Design muldiv_unit_flat, sky130hd; sources not shown.
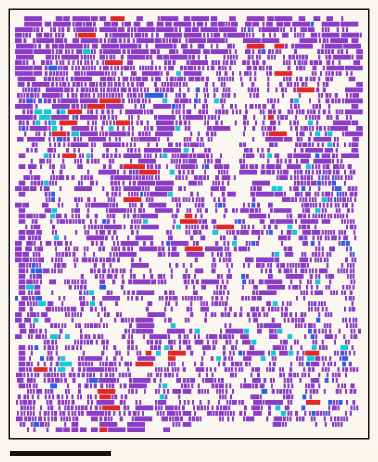
Run 1: sizing map
Bar = 50 microns.
| colour | size | cells | most used |
|---|---|---|---|
| cyan | x3 and x4 | 73 | buf_4 |
| blue | x2 | 74 | nor2_2 |
| purple | x1 and smaller | 3031 | nand2_1 |
| red | x6 and larger | 34 | clkbuf_16 |
area grow syn2layout: 14.2%
post-route cell area: 20700 sq um
worst setup margin: 0.364 ns
bufs w/o clock: 201

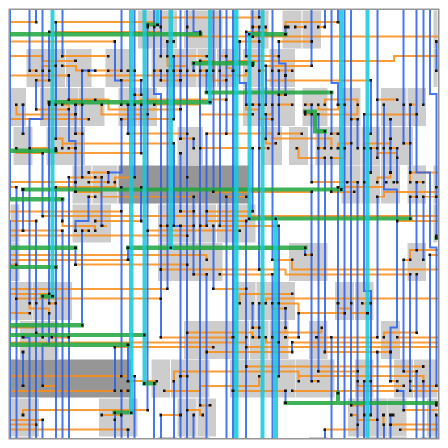
Run 1: zoomed window
Region (118, 38) to (148, 68) microns. Cells in grey, sequential cells in the stronger grey; small squares are vias.
| colour | layer |
|---|---|
| blue | M2 |
| cyan | M4 |
| orange | M1 |
| green | M3 |
most frequent: nand2_1 (26), inv_1 (10), nand3_1 (9)
cells with their middle in the window: 72
sequential cells in the window: 2

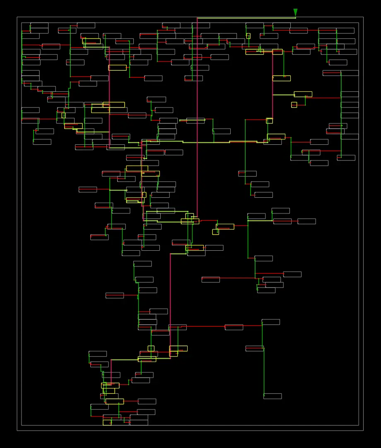
Run 1: clock routing
Clk power: 0.00197 W
worst skew pair latency: 0.47 ns

==> flow_summary_export.csv <==
group,metric,value,unit
outcome,outcome,"finished, violations left",
outcome,violations,"max-capacitance violations, max-slew violations",
detailed_routing,wl,80.4,mm
global_routing,grt_pass1_vias,20400,
pwr,powerDensity,800,nW/um^2
yosys,ff_type,"dfrtp_1",
clock_network,cts_hold_buf,0,
place,place_inst,3649,
floorplanning,die_x,178,microns
cells_and_area,lay_top_count,"nand2_1",
yosys,syn_area_per_cell,5.87,sq um
global_routing,grt_max_degree,101,
yosys,ys_sh_xor,3.87,%
setup_path,max_stage_delay,0.46,ns
yosys,synth-simple-area-share,43.8,%
setup_path,cp_cell_sequence,"buf_4 -> nand2_1 -> inv_1 -> ha_1 -> nand2_1 -> nor2_1 -> inv_1 -> nor2_1 -> nand4_1 -> nand3_1 -> a21oi_1 -> o21ai_0 -> nand2_1 -> a21oi_1 -> a22oi_1",
clock_network,clk_pin_slew,0.08,ns
place,pre_cts_slack,0.285,ns
place,dp_hpwl,64.4,mm
setup_path,cp_max_fo,27,
setup_path,worstPathArrival,3.56,ns
global_routing,grt.total_usage,42.2,%
clock_network,cts_tree,"yes",
pwr,ir_drop,417,uV
floorplanning,num_io_pins,136,
min_path,hp-class,"flop to flop",
setup_path,critPathLaunchType,"flop",
yosys,ys.flops,173,
yosys,syn_inst,3082,
yosys,yosys.area_share.aoi,12.3,%
cells_and_area,logic_area,11800,sq um
yosys,async_reset_ff_share,100,%
cells_and_area,regArea,4330,sq um
cells_and_area,layout.cells.non_filler,3680,
cells_and_area,nets,3342,
yosys,floorplan.nets,3224,
yosys,top_area_share,23.9,%
global_routing,antenna_found_initial,2,
cells_and_area,largest_reg_flops,64,
final_timing,slew-limit-headroom,-45.9,%
cells_and_area,final_cell_mix,"nand2_1 (1057), inv_1 (375), nor2_1 (314)",
place,io_buffers,135,
detailed_routing,drt-pass1-iter-count,6,
detailed_routing,drt_iter0_markers,2901,
yosys,adder_share,5.06,%
setup_path,cp_common_cell,"nand2_1",
detailed_routing,via_count,21900,
floorplanning,rows,76,
final_timing,maxSlewViolCount,73,
yosys,edf_count,0,
yosys,synth_area,18100,sq um
floorplanning,fp_util,50.6,%
yosys,largest_area_cell,"dfrtp_1",
detailed_routing,vias_per_cell,5.94,
yosys,muxShareOfSynthArea,0,%
flow_run,max-cap-violations,1,
detailed_routing,wl_per_cell,21.9,microns
final_timing,setup_tns,0,ns
final_timing,hold_violations,0,
clock_network,cts_sinks,173,
final_timing,timing.fmax,0.309,GHz
clock_network,cts_root_buf,"clkbuf_16",
setup_path,crit_slowest_cell,"dfrtp_1",
yosys,synth.distinct_cells,52,
clock_network,clock_path_buffers,2,
yosys,top_cells_by_area,"dfrtp_1 (24%), nand2_1 (22%), nand3_1 (8.5%), inv_1 (7.8%), nor2_1 (6.5%)",
yosys,seq_area_frac_synth,23.9,%
place,gp_congestion,1.08,
setup_path,regToRegSetupSlack,0.36,ns
final_timing,rsz0062_at_grt,"false",
setup_path,required,3.92,ns
cells_and_area,diodes,0,
cells_and_area,drive_gt1_share,5.64,%
clock_network,cts-buffers-inserted,17,
floorplanning,die_area,37700,sq um
clock_network,ctsHtreeMaxLevel,4,
global_routing,grt-ovfl-total,0,
clock_network,post-cts-setup-buffer-count,0,
min_path,hold_depth,2,
detailed_routing,drc,0,
global_routing,grt_pass1_wl,119,mm
final_timing,tightest_slew,2.19,ns
yosys,yosysCellCount,3082,
yosys,ys_warn_count,6,
final_timing,skew,0.0166,ns
clock_network,postCtsResizedCells,0,
yosys,ys_area,18100,sq um
setup_path,reg2reg_depth,15,
setup_path,worstSetupPathType,"flop to flop",
detailed_routing,ant_nets,0,
final_timing,min_period,3.24,ns
setup_path,end_kind,"flop",
final_timing,fin_crit_sh,89.9,%
pwr,p_leak,10.8,nW
flow_run,warning_count,29,
floorplanning,fp.dieH,212,microns
yosys,netlist_logic_family_top,"simple AND/OR/NAND/NOR gates",
cells_and_area,fill_cells,3617,
final_timing,setup_violations,0,
floorplanning,core-area,35800,sq um
## run 1: cell type report
| type | count | area share (%) |
|---|---|---|
| Clock buffer | 18 | 2.12 |
| Clock inverter | 13 | 0.769 |
| Inverter | 391 | 7.11 |
| Multi-Input combinational cell | 2416 | 57.0 |
| Sequential cell | 173 | 20.9 |
| Tap cell | 468 | 2.83 |
| Timing Repair Buffer | 201 | 9.21 |
## run 1: per-stage QoR
stage                     util [%]  power [W]  hold WS, ns  area [sq um]
final                         57.8     0.0165        0.479         20700
after CTS                     57.9     0.0161        0.322         20700
after detailed placement      56.2     0.0141        0.464         20100
after global routing          57.8     0.0175        0.501         20700
after global placement        56.2     0.0140        0.460         20100
after floorplan                  -    0.00999        0.424         18100
## run 1: Yosys cell counts (2+ instances only)
| library cell | count |
|---|---|
| nand3_1 | 308 |
| xnor2_1 | 26 |
| nor3_1 | 19 |
| a21oi_2 | 2 |
| buf_6 | 4 |
| nand4_1 | 44 |
| xor2_1 | 54 |
| nand2_2 | 11 |
| inv_1 | 375 |
| buf_4 | 6 |
| or2_2 | 14 |
| a21oi_1 | 123 |
| o21a_1 | 4 |
| nor4_1 | 6 |
| buf_12 | 3 |
| nor2_1 | 315 |
| nand2_4 | 2 |
| inv_2 | 13 |
| buf_2 | 25 |
| nand3_2 | 5 |
| o31ai_1 | 3 |
| and2_1 | 7 |
| o22ai_1 | 10 |
| a21o_1 | 5 |
| ha_1 | 70 |
| o211ai_1 | 4 |
| buf_1 | 7 |
| nand2_1 | 1057 |
| nand3b_1 | 37 |
| o21bai_1 | 5 |
| nor2_2 | 17 |
| dfrtp_1 | 173 |
| a22oi_1 | 31 |
| clkbuf_1 | 56 |
| clkinv_1 | 2 |
| nor2_4 | 7 |
| a31oi_1 | 8 |
| nor3_2 | 2 |
| o21ai_1 | 9 |
| fa_1 | 2 |
| o21ai_0 | 200 |
## run 1: where the power goes
group / switching [W] / leakage (nW) / internal [W]
sequential: 0.000855 / 2.11 / 0.00269
clock: 0.000912 / 0.295 / 0.00106
combinational: 0.00717 / 8.35 / 0.00384
total: 0.00894 / 10.8 / 0.00759
## run 1: logic make-up after synthesis
| kind of cell | count (synthesis) |
|---|---|
| fa+ha+maj | 72 |
| simple gates | 1856 |
| flops | 173 |
| buf+inv | 493 |
| xor+xnor | 80 |
| compound gates | 408 |
## run 1: worst max-delay path: cells and delay by family (launching register included)
kind / cells / cell delay, ns
adders and majority gates: 1 / 0.37
DFF: 1 / 0.46
and+or+nand+nor: 7 / 1.39
AOI/OAI and AO/OA: 4 / 0.41
buffers and inverters: 3 / 0.45
## run 1: routing by layer
layer  vias up  global-route usage (%)  share of wire (%)  wire length, microns
met2      1359                    67.9                 45                 36200
met3       331                    7.62                9.2                  7420
met4         2                    30.2                8.5                  6810
met1     10100                    50.7                 37                 30000
met5         -                       0              0.042                    34
li1      10100                       -                  -                     -
No activity file was given, so power comes from the tool's default toggle rates.
